===== src/rtl/cpu_ctrl_pkg.sv =====
// Shared encodings for the decoder's branch/jump controls and the fetch state machine.
package cpu_ctrl_pkg;

    localparam logic [1:0] BRJ_SEQ    = 2'b00;
    localparam logic [1:0] BRJ_JUMP   = 2'b01;
    localparam logic [1:0] BRJ_BRANCH = 2'b10;

    localparam logic [1:0] PCT_OFFSET = 2'b00;
    localparam logic [1:0] PCT_REG    = 2'b01;
    localparam logic [1:0] PCT_INDEX  = 2'b10;

    localparam logic [2:0] CMP_EQ  = 3'b000;
    localparam logic [2:0] CMP_NE  = 3'b101;
    localparam logic [2:0] CMP_LEZ = 3'b010;
    localparam logic [2:0] CMP_GTZ = 3'b011;

    typedef enum logic [1:0] {
        ST_IDLE  = 2'b00,
        ST_FETCH = 2'b01,
        ST_HOLD  = 2'b10
    } fetch_state_t;

endpackage


===== src/rtl/branch_cmp.sv =====
// Branch condition evaluation on register operands; unknown compop encodings are not taken.
module branch_cmp
    import cpu_ctrl_pkg::*;
(
    input  logic [2:0]  compop,
    input  logic [31:0] rs_val,
    input  logic [31:0] rt_val,
    output logic        taken
);

    always_comb begin
        taken = 1'b0;
        case (compop)
            CMP_EQ:  taken = (rs_val == rt_val);
            CMP_NE:  taken = (rs_val != rt_val);
            CMP_LEZ: taken = ($signed(rs_val) <= 32'sd0);
            CMP_GTZ: taken = ($signed(rs_val) > 32'sd0);
            default: taken = 1'b0;
        endcase
    end

endmodule


===== src/rtl/pc_fetch_unit.sv =====
// Program counter and instruction fetch with one instruction in flight.
// Optional BRANCH_DELAY_SLOT_EN defers taken redirects by one (delay-slot) instruction.
//
// state | meaning
// IDLE  | after reset, about to issue the first fetch
// FETCH | imem_req asserted at imem_addr, waiting for imem_ack
// HOLD  | instr valid, waiting for the datapath to consume it
module pc_fetch_unit
    import cpu_ctrl_pkg::*;
#(
    parameter logic [31:0] RESET_PC = 32'h0000_0000
) (
    input  logic        clk,
    input  logic        rst_n,
    output logic        imem_req,
    output logic [31:0] imem_addr,
    input  logic        imem_ack,
    input  logic [31:0] imem_data,
    output logic [31:0] instr,
    output logic [31:0] instr_pc,
    output logic        instr_valid,
    input  logic        instr_ready,
    input  logic [1:0]  selbrjumpz,
    input  logic [1:0]  selpctype,
    input  logic [2:0]  compop,
    input  logic [31:0] rs_val,
    input  logic [31:0] rt_val,
    output logic        redirect
);

    fetch_state_t state;
    logic [31:0]  pc;
    logic [31:0]  p4;
    logic [31:0]  branch_off;
    logic [31:0]  target_raw;
    logic [31:0]  target;
    logic [31:0]  next_pc;
    logic         redirect_next;
    logic         taken;

`ifdef BRANCH_DELAY_SLOT_EN
    logic         pending;
    logic [31:0]  pending_target;
    logic         set_pending;
`endif

    branch_cmp u_branch_cmp (
        .compop (compop),
        .rs_val (rs_val),
        .rt_val (rt_val),
        .taken  (taken)
    );

    always_comb begin
        p4         = pc + 32'd4;
        branch_off = {{14{instr[15]}}, instr[15:0], 2'b00};
        target_raw = p4;
        case (selbrjumpz)
            BRJ_JUMP: begin
                case (selpctype)
                    PCT_REG:   target_raw = rs_val;
                    PCT_INDEX: target_raw = {p4[31:28], instr[25:0], 2'b00};
                    default:   target_raw = p4;
                endcase
            end
            BRJ_BRANCH: begin
                if (taken) begin
                    target_raw = p4 + branch_off;
                end
            end
            default: target_raw = p4;
        endcase
        target = {target_raw[31:2], 2'b00};
    end

`ifdef BRANCH_DELAY_SLOT_EN
    // While a redirect is pending, the consumed instruction is the delay slot and its own controls are ignored.
    always_comb begin
        set_pending   = 1'b0;
        next_pc       = p4;
        redirect_next = 1'b0;
        if (pending) begin
            next_pc       = pending_target;
            redirect_next = 1'b1;
        end else begin
            set_pending = (target != p4);
        end
    end
`else
    always_comb begin
        next_pc       = target;
        redirect_next = (target != p4);
    end
`endif

    always_ff @(posedge clk or negedge rst_n) begin
        if (!rst_n) begin
            state       <= ST_IDLE;
            pc          <= RESET_PC;
            imem_req    <= 1'b0;
            imem_addr   <= RESET_PC;
            instr       <= '0;
            instr_pc    <= '0;
            instr_valid <= 1'b0;
            redirect    <= 1'b0;
`ifdef BRANCH_DELAY_SLOT_EN
            pending        <= 1'b0;
            pending_target <= '0;
`endif
        end else begin
            redirect <= 1'b0;
            case (state)
                ST_IDLE: begin
                    state     <= ST_FETCH;
                    imem_req  <= 1'b1;
                    imem_addr <= pc;
                end
                ST_FETCH: begin
                    if (imem_ack) begin
                        instr       <= imem_data;
                        instr_pc    <= pc;
                        instr_valid <= 1'b1;
                        imem_req    <= 1'b0;
                        state       <= ST_HOLD;
                    end
                end
                ST_HOLD: begin
                    if (instr_ready) begin
                        pc          <= next_pc;
                        imem_addr   <= next_pc;
                        imem_req    <= 1'b1;
                        instr_valid <= 1'b0;
                        redirect    <= redirect_next;
                        state       <= ST_FETCH;
`ifdef BRANCH_DELAY_SLOT_EN
                        pending <= set_pending;
                        if (set_pending) begin
                            pending_target <= target;
                        end
`endif
                    end
                end
                default: state <= ST_IDLE;
            endcase
        end
    end

endmodule

===== config.mk =====
export PLATFORM = sky130hd
export DESIGN_NAME = pc_fetch_unit
export DESIGN_NICKNAME = d
export VERILOG_FILES = /design/src/rtl/cpu_ctrl_pkg.sv /design/src/rtl/branch_cmp.sv /design/src/rtl/pc_fetch_unit.sv
export SDC_FILE = /design/constraint.sdc
export NUM_CORES = 1
export LEC_CHECK = 0
export ABC_CLOCK_PERIOD_IN_PS = 7180
export CAP_MARGIN = 10
export CORE_UTILIZATION = 30
export DETAILED_ROUTE_END_ITERATION = 10
export PLACE_DENSITY_LB_ADDON = 0.12
export SLEW_MARGIN = 10
export SYNTH_ARGS = -nofsm -noshare
export SYNTH_HDL_FRONTEND = slang
export SYNTH_SLANG_ARGS = --single-unit

===== constraint.sdc =====
create_clock -name clk -period 7.18 [get_ports clk]
set_input_delay 2.154 -clock clk [delete_from_list [all_inputs] [get_ports clk]]
set_output_delay 2.154 -clock clk [all_outputs]
set_load 0.05 [all_outputs]

Fig. 1: run 1, supply network
Bar = 50 microns. Pins as bars on the die edge.
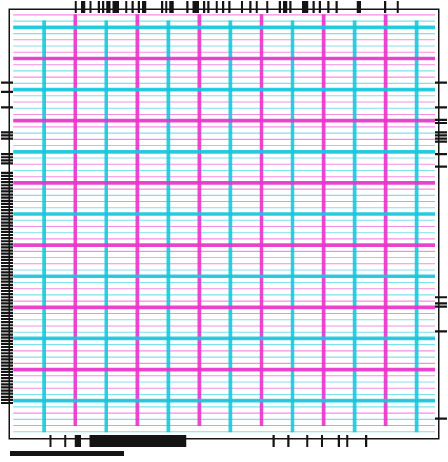
- cyan: VSS
- magenta: VDD
- met5 straps: 13
- rows: 67
Core Region: 0.0336 sq mm
die width: 187 microns

Fig. 2: run 1, cells coloured by class
Bar = 50 microns.
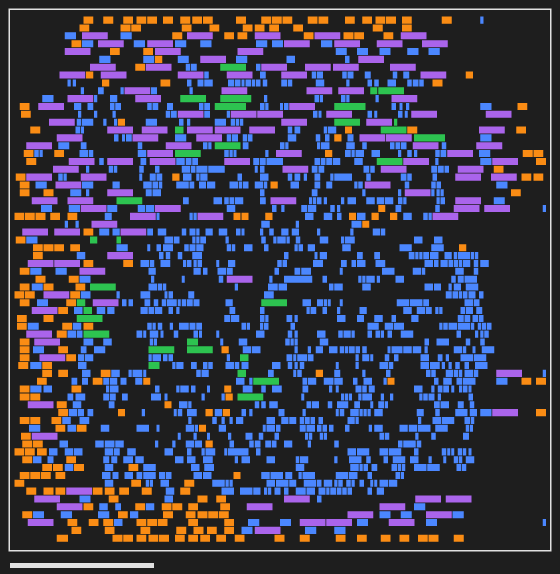
- green: clock drivers and dummy loads (cells 32)
- orange: remaining buffers and delay cells (cells 233)
- purple: registers (cells 127)
- blue: remaining logic cells (cells 1015)
Core Util, Final: 39.6%
row cnt: 67
fin area: 0.0133 sq mm
Seq/total area: 23.9%

Fig. 3: run 1, routed clock nets over the placement
Bar = 50 microns.
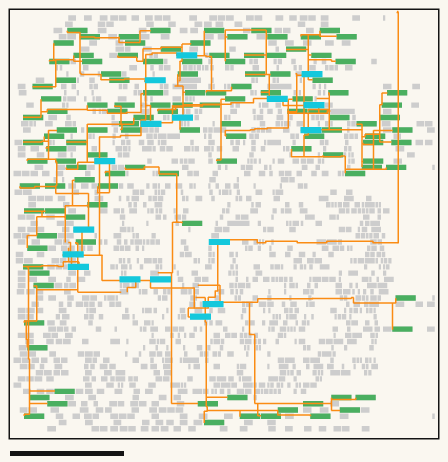
- orange: clock wires (length 2510 microns)
- green: flip-flops (count 127)
- cyan: clock-net drivers (count 17)
- flops lie: spread over the die
- routed clock nets: 18
clk_lat worst skew: 0.45 ns
P_clk: 0.982 mW
part of the power in the clock network: 13.5%
final clock skew: 0.0253 ns

Fig. 4: run 1, signal wires by layer
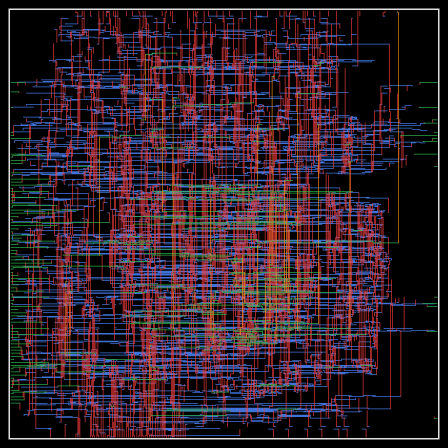
- orange: M4 (wire length 1240 microns)
- red: M2 (wire length 20.1 mm)
- blue: M1 (wire length 20.7 mm)
- green: M3 (wire length 3340 microns)
gr usage total: 25.9%
routed vias: 10.7k

==> out/metrics.csv, run 1 <==
stage;metric;value;unit
drt;ant_nets;0;
worst_setup_path;r2r_cells;17;
status;outcome;finished clean;
final_timing;slew-limit-headroom;30.3;%
final_timing;final.min_clock_period;5.97;ns
drt;drt_wl_total;45.3;mm
synthesis;postSynthAreaPerCell;8.37;sq um
final_layout;syn_to_final_growth;29.5;%
synthesis;synth_cells;1228;
synthesis;ys_async_sr_fraction;100;%
pwr;total_power;7.28;mW
final_layout;nets;1541;
final_timing;fin_ws;1.21;ns
synthesis;ys.flops;127;
final_timing;max_freq;0.167;GHz
clock_tree;cts_buffers;17;
final_timing;fin_crit_sh;83.2;%
clock_tree;cts_sinks;127;
worst_setup_path;r2r_slack;1.21;ns
hold_path;hold_depth;2;
final_timing;setup_viol;0;
final_timing;rsz0062_at_grt;no;
worst_setup_path;crit_start;pc[3]$_DFFE_PN0P_;
clock_tree;holdBufCountCts;0;
final_timing;final_max_slew_viol_count;0;
floorplanning;io_pins;206;
final_timing;setup-tns-final;0;ns
drt;drt-initial-drc-count;1029;
pwr;irDropWorstVdd;0.264;mV
drt;first_pass_iters;6;
placement;portBuffers;201;
worst_setup_path;regToRegEndpoint;imem_addr[31]$_DFFE_PN0P_;
placement;dp_slack;0.989;ns
pwr;p_per_area;547;mW/mm^2
hold_path;min_from;instr_valid$_DFFE_PN0P_;
clock_tree;h-tree-depth;4;
job;maxCapViolCount;0;
global_routing;grt_overflow;0;
final_layout;antenna_cells;0;
clock_tree;clk_pin_slew;0.06;ns
drt;vias_per_cell;5.74;
worst_setup_path;crit_end;imem_addr[31]$_DFFE_PN0P_;
worst_setup_path;critPathMaxFanout;8;
floorplanning;die_area;0.0350;sq mm
hold_path;hold_path_class;flip-flop to flip-flop;
global_routing;antenna_found_initial;0;
job;tool_warnings;33;
worst_setup_path;arrival;6.27;ns
synthesis;syn-cell-area;0.0103;sq mm
global_routing;grt_pass1_vias;10300;
worst_setup_path;timing.rr.start;pc[3]$_DFFE_PN0P_;
global_routing;grt_pass1_wl;68.0;mm
clock_tree;cts_tree;yes;
worst_setup_path;slowest_delay;0.60;ns
worst_setup_path;timing.critical_path.max_delay_family;AND-OR/OR-AND gates;
worst_setup_path;cp.depth;17;
clock_tree;cts_setup_buffers;0;
final_timing;hold_violations;0;
synthesis;synth-edff-count;0;
final_layout;most-common-layout-cells;clkdlybuf4s50_1, nand2_1, dfrtp_1;
worst_setup_path;worst-path-buf-inv;1;
drt;drc;0;
final_layout;fillers;3429;
drt;wl_per_cell;24.4;microns
final_layout;layout_top_cell;clkdlybuf4s50_1;
final_timing;max_slew.worst_pin.slew;1.04;ns
worst_setup_path;crit_path_top_delay_cell;a221oi_1;
[run 1: per-stage QoR]
stage	cells	instance area [sq um]	hold slack, ns
global route	1855	13300	0.513
floorplan	1231	10300	0.512
finish	1855	13300	0.484
CTS	1855	13300	0.488
detailed placement	1823	12700	0.468
global placement	1823	12700	0.464
[run 1: power by group]
part / internal (mW) / switching, mW
clock: 0.590 / 0.392
sequential: 1.05 / 0.455
combinational: 1.67 / 3.13
[run 1: layout make-up]
type / instances / area [sq um] / share of cell area, %
Multi-Input combinational cell: 973 / 6530 / 49.0
Inverter: 42 / 159 / 1.19
Tap cell: 448 / 561 / 4.21
Sequential cell: 127 / 3180 / 23.9
Clock buffer: 18 / 429 / 3.22
Clock inverter: 14 / 206 / 1.55
Timing Repair Buffer: 233 / 2250 / 16.9
[run 1: logic make-up (layout without fill, tap and decap cells)]
kind of cell,Yosys count,count (layout),synth area share [%]
other,1,4,0.0365
DFF,127,127,30.9
xor gates and xnor gates,91,91,7.90
buffers and inverters,131,307,5.72
adders and majority gates,40,40,4.94
AOI/OAI and AO/OA,395,395,25.7
muxes,69,69,7.50
and+or+nand+nor,374,374,17.3
[run 1: tightest hold or removal path: cells and delay by family, from the launching register on]
kind | cells | cell delay (ns)
flops | 1 | 0.34
simple gates | 2 | 0.11
[run 1: synthesized netlist by cell type, types with 4 or more instances]
library cell / number / area [sq um]
a211oi_1: 6 / 45.0
a21o_1: 10 / 75.1
a21oi_1: 98 / 490
a221o_1: 14 / 140
a221oi_1: 12 / 105
a222oi_1: 4 / 40.0
a22o_1: 9 / 78.8
a22oi_1: 10 / 75.1
a31o_2: 4 / 35.0
a31oi_1: 17 / 106
a32oi_1: 6 / 52.6
and3_1: 8 / 50.1
buf_1: 10 / 37.5
buf_4: 10 / 75.1
buf_6: 4 / 45.0
clkbuf_1: 59 / 221
dfrtp_1: 127 / 3180
ha_1: 39 / 488
inv_1: 39 / 146
mux2_2: 64 / 721
mux2i_1: 5 / 50.1
nand2_1: 147 / 552
nand2b_1: 8 / 50.1
nand3_1: 32 / 160
nand4_1: 26 / 163
nor2_1: 68 / 255
nor2b_1: 8 / 50.1
nor3_1: 22 / 110
nor4_1: 27 / 169
o2111ai_1: 4 / 35.0
o211ai_1: 7 / 52.6
o21a_1: 8 / 60.1
o21ai_0: 83 / 415
o221ai_1: 5 / 43.8
o22a_1: 11 / 96.3
o22ai_1: 36 / 225
o2bb2ai_1: 10 / 87.6
o31ai_1: 6 / 45.0
or3_1: 5 / 31.3
or4_1: 4 / 30.0
xnor2_1: 33 / 289
xor2_1: 56 / 490
[run 1: flip-flops by register name (all words and copies together) (netlist names)]
| register | count |
|---|---|
| imem_addr | 30 |
| imem_req | 1 |
| instr | 32 |
| instr_pc | 30 |
| instr_valid | 1 |
| pc | 30 |
| redirect | 1 |
| state | 2 |
[run 1: per-layer routing]
| metal | share of wire, % | track usage [%] | wire length (microns) | vias to the layer above |
|---|---|---|---|---|
| met5 | 0 | 0 | 0 | - |
| met1 | 46 | 36.0 | 20700 | 5232 |
| met4 | 2.7 | 8.58 | 1240 | 0 |
| li1 | - | - | - | 4902 |
| met3 | 7.4 | 5.72 | 3340 | 57 |
| met2 | 44 | 39.4 | 20100 | 460 |
==> run 1 -> run 2 <==
Settings changed: ABC_CLOCK_PERIOD_IN_PS 7180 to 5050.
Clock period 7.18 ns to 5.05 ns, I/O delays scaled along.
Fig. 5: run 2, routed clock nets over the placement
Bar = 50 microns.
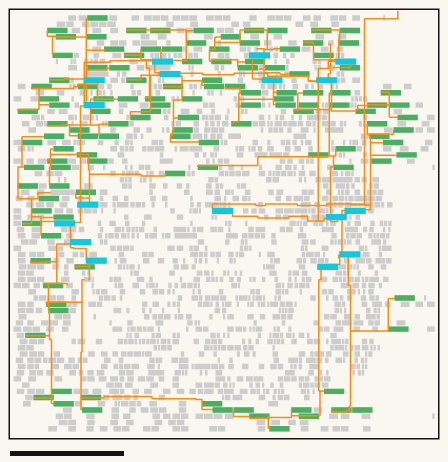
- green: flip-flops (count 127)
- cyan: clock-net drivers (count 17)
- orange: clock wires (length 2320 microns)
- routed clock nets: 18
final clock skew: 0.0226 ns
part of the power in the clock network: 11.7%

==> run 2 against run 1 <==
Effect of this change: register-to-register slack worse by 0.97 ns; fmax up 24%; count of clock-buffer cells in the layout unchanged; wire length up 2.6%; sequential share of layout area down 2.3 points; final cell count up 9.5%; highest routed layer unchanged.
==> out/metrics.csv, run 2 <==
stage;metric;value;unit;change
synthesis;syn-cell-area;0.0103;sq mm;unchanged
clock_tree;cts_sinks;127;;unchanged
worst_setup_path;end_kind;flip-flop;;
placement;place.gp.congestion;0.992;;
worst_setup_path;crit_path_top_delay_cell;or4_1;;
synthesis;ys_top_cells_by_count;nand2_1, dfrtp_1, a21oi_1;;
final_timing;final_max_slew_viol_count;0;;unchanged
placement;portBuffers;201;;unchanged
drt;drt-initial-drc-count;1035;;+0.58%
synthesis;postSynthAreaPerCell;8.37;sq um;unchanged
synthesis;yosysCellCount;1228;;
global_routing;grt_pass1_vias;11100;;+7.7%
final_layout;nets;1717;;+11%
worst_setup_path;start_kind;flip-flop;;
floorplanning;die_area;0.0350;sq mm;unchanged
final_timing;hold_violations;0;;unchanged
synthesis;ff_type;dfrtp_1;;
synthesis;ys.flops;127;;unchanged
global_routing;antenna_found_initial;0;;unchanged
drt;first_pass_iters;6;;unchanged
worst_setup_path;critPathMaxFanout;4;;-4
floorplanning;die_x;187;microns;unchanged
floorplanning;io_pins;206;;unchanged
synthesis;area_leaders;dfrtp_1, mux2_2, nand2_1;;
clock_tree;clockRootBuffer;clkbuf_16;;
pwr;p_per_area;770;mW/mm^2;+41%
drt;wl_per_cell;22.9;microns;-6.3%
pwr;irDropWorstVdd;0.318;mV;+21%
final_layout;layout_top_cell;buf_4;;
clock_tree;clock_path_buffers;2;;
synthesis;synth_cells;1228;;unchanged
drt;vias;11200;;+5.2%
final_layout;drive_gt1_share;21.7;%;
synthesis;ys_async_sr_fraction;100;%;unchanged
synthesis;yosys_warnings;0;;
global_routing;grt_max_degree;70;;
floorplanning;floorplan.core_util;30.6;%;
floorplanning;core-area;0.0336;sq mm;unchanged
placement;dp.cells;1998;;+9.6%
synthesis;synth-edff-count;0;;unchanged
final_layout;most-common-layout-cells;buf_4, clkdlybuf4s50_1, nand2_1;;
clock_tree;h-tree-depth;4;;unchanged
job;maxCapViolCount;0;;unchanged
clock_tree;clk_pin_slew;0.07;ns;about the same
job;tool_warnings;33;;unchanged
final_layout;fin_area;0.0148;sq mm;+11%
synthesis;most_common_cell;nand2_1;;
worst_setup_path;path_class;flip-flop to flip-flop;;
global_routing;grt_overflow;0;;unchanged
synthesis;yosysTopAreaCell;dfrtp_1;;
final_layout;stdcell_count;2031;;+9.5%
worst_setup_path;slowest_delay;0.60;ns;about the same
drt;drc;0;;unchanged
global_routing;grt_use_total;26.5;%;+0.62 points
worst_setup_path;path_cells;nand2_1 > or4_4 > or4_1 > xor2_2 > inv_1 > ha_1 > a21o_1 > a211o_1 > a31o_2 > a311oi_2 > xor2_1 > buf_4 > a21oi_1 > o2111ai_1 > nor4bb_1 > nor4bb_2 > a31oi_1;;
floorplanning;chipHeight;187;microns;
worst_setup_path;worstPathRequired;5.35;ns;
hold_path;hold_path_class;flip-flop to flip-flop;;
synthesis;ys_seq_share;30.9;%;
final_timing;max_slew.worst_pin.slew;1.10;ns;+0.0559 ns
synthesis;yosys_area;0.0103;sq mm;
final_timing;max_freq;0.208;GHz;+24%
placement;placed_area;0.0140;sq mm;+11%
global_routing;grt_pass1_wl;69.8;mm;+2.6%
drt;drt_wl_total;46.5;mm;+2.6%
synthesis;ys_types;84;;
final_layout;largest-register;instr;;
final_timing;setup_viol;0;;unchanged
final_layout;syn_to_final_growth;43.6;%;
final_timing;final.min_clock_period;4.82;ns;-1.16 ns
final_layout;fillers;3302;;-3.7%
clock_tree;cts_tree;yes;;
pwr;p_leak;6.28;nW;
worst_setup_path;arrival;5.12;ns;-1.15 ns
clock_tree;holdBufCountCts;0;;unchanged
final_timing;slew-limit-headroom;26.6;%;-3.7 points
drt;vias_per_cell;5.52;;-3.9%
status;outcome;finished clean;;
final_layout;largest_register_ffs;32;;unchanged
placement;detailed_place_hpwl;36.4;mm;
floorplanning;row_count;67;;unchanged
clock_tree;cts_buffers;17;;unchanged
clock_tree;worstSkewPairLatency;0.45;ns;about the same
final_timing;fin_crit_sh;95.4;%;+12 points
drt;ant_nets;0;;unchanged
final_layout;antenna_cells;0;;unchanged
synthesis;top_cell_area_share;30.9;%;unchanged
-- run 2: cell counts after synthesis --
Identical to the previous run, type by type.
-- run 2: power by group --
part | switching [mW] | internal, mW | leakage [nW]
clock network | 0.546 | 0.788 | 0.290
logic | 4.80 | 3.23 | 4.40
registers | 0.511 | 1.49 | 1.59
total | 5.85 | 5.51 | 6.28
-- run 2: per-layer routing --
metal | up-vias | GRT usage, % | share of wire, %
li1 | 5260 | - | -
met1 | 5417 | 36.3 | 45
met2 | 470 | 41.5 | 45
met3 | 56 | 5.22 | 7.1
met4 | 0 | 8.89 | 3.0
met5 | - | 0 | 0
-- run 2: layout make-up --
class	count	area, sq um	share of cell area (%)
timing repair buffer	409	3600	24.4
clock inverter	14	181	1.23
clock buffer	18	429	2.91
tap	448	561	3.80
sequential	127	3180	21.5
inverter	42	159	1.08
multi-input combinational	973	6650	45.1
-- run 2: cells by family (layout without fill, tap and decap cells) --
family	count (synthesis)	in the layout	synth area share (%)
simple gates	374	374	17.3
compound gates	395	395	25.7
mux	69	69	7.50
xor+xnor	91	91	7.90
other cells	1	4	0.0365
flops	127	127	30.9
buf+inv	131	483	5.72
fa+ha+maj	40	40	4.94
-- run 2: worst paths after layout --
check,slack [ns],to,from,cells after the start
worst max-delay path,0.23,redirect$_DFF_PN0_,pc[11]$_DFFE_PN0P_,17
worst min register to register,0.49,instr_pc[22]$_DFFE_PN0P_,instr_pc[22]$_DFFE_PN0P_,2
worst max register to register,0.23,redirect$_DFF_PN0_,pc[11]$_DFFE_PN0P_,17
min in group asynchronous,1.08,instr[4]$_DFFE_PN0P_,rst_n,1
worst min-delay path,0.49,instr_pc[22]$_DFFE_PN0P_,instr_pc[22]$_DFFE_PN0P_,2
max in group asynchronous,3.12,instr_pc[10]$_DFFE_PN0P_,rst_n,2
-- run 2: through the flow --
step / setup slack [ns] / total power [mW] / util [%] / hold WS (ns) / setup TNS, ns
6_report: 0.233 / 11.4 / 43.9 / 0.489 / 0
5_1_grt: -0.0208 / 12.0 / 43.9 / 0.510 / -0.0208
4_1_cts: 0.000334 / 11.3 / 43.5 / 0.496 / 0
3_5_place_dp: -0.0914 / 9.86 / 41.7 / 0.473 / -0.168
3_3_place_gp: -0.130 / 9.86 / 41.7 / 0.479 / -0.344
2_1_floorplan: 0.432 / 6.42 / - / 0.512 / 0
-- run 2: worst max-delay path, delay by kind of cell (launching register included) --
kind | cells | cell delay [ns]
fa+ha+maj | 1 | 0.31
xor+xnor | 2 | 0.45
simple gates | 5 | 1.90
buf+inv | 2 | 0.28
flops | 1 | 0.35
compound gates | 7 | 1.39
-- run 2: what timing repair did --
| item | 4_1_cts | 5_1_grt |
|---|---|---|
| gates cloned | 0 | 0 |
| pin swaps | 1 | 4 |
| endpoints found under the setup margin | 1 | 5 |
| buffers inserted | 0 | 1 |
| resized | 2 | 21 |
Power figures rest on the tool's default switching activity, not on a simulated workload.
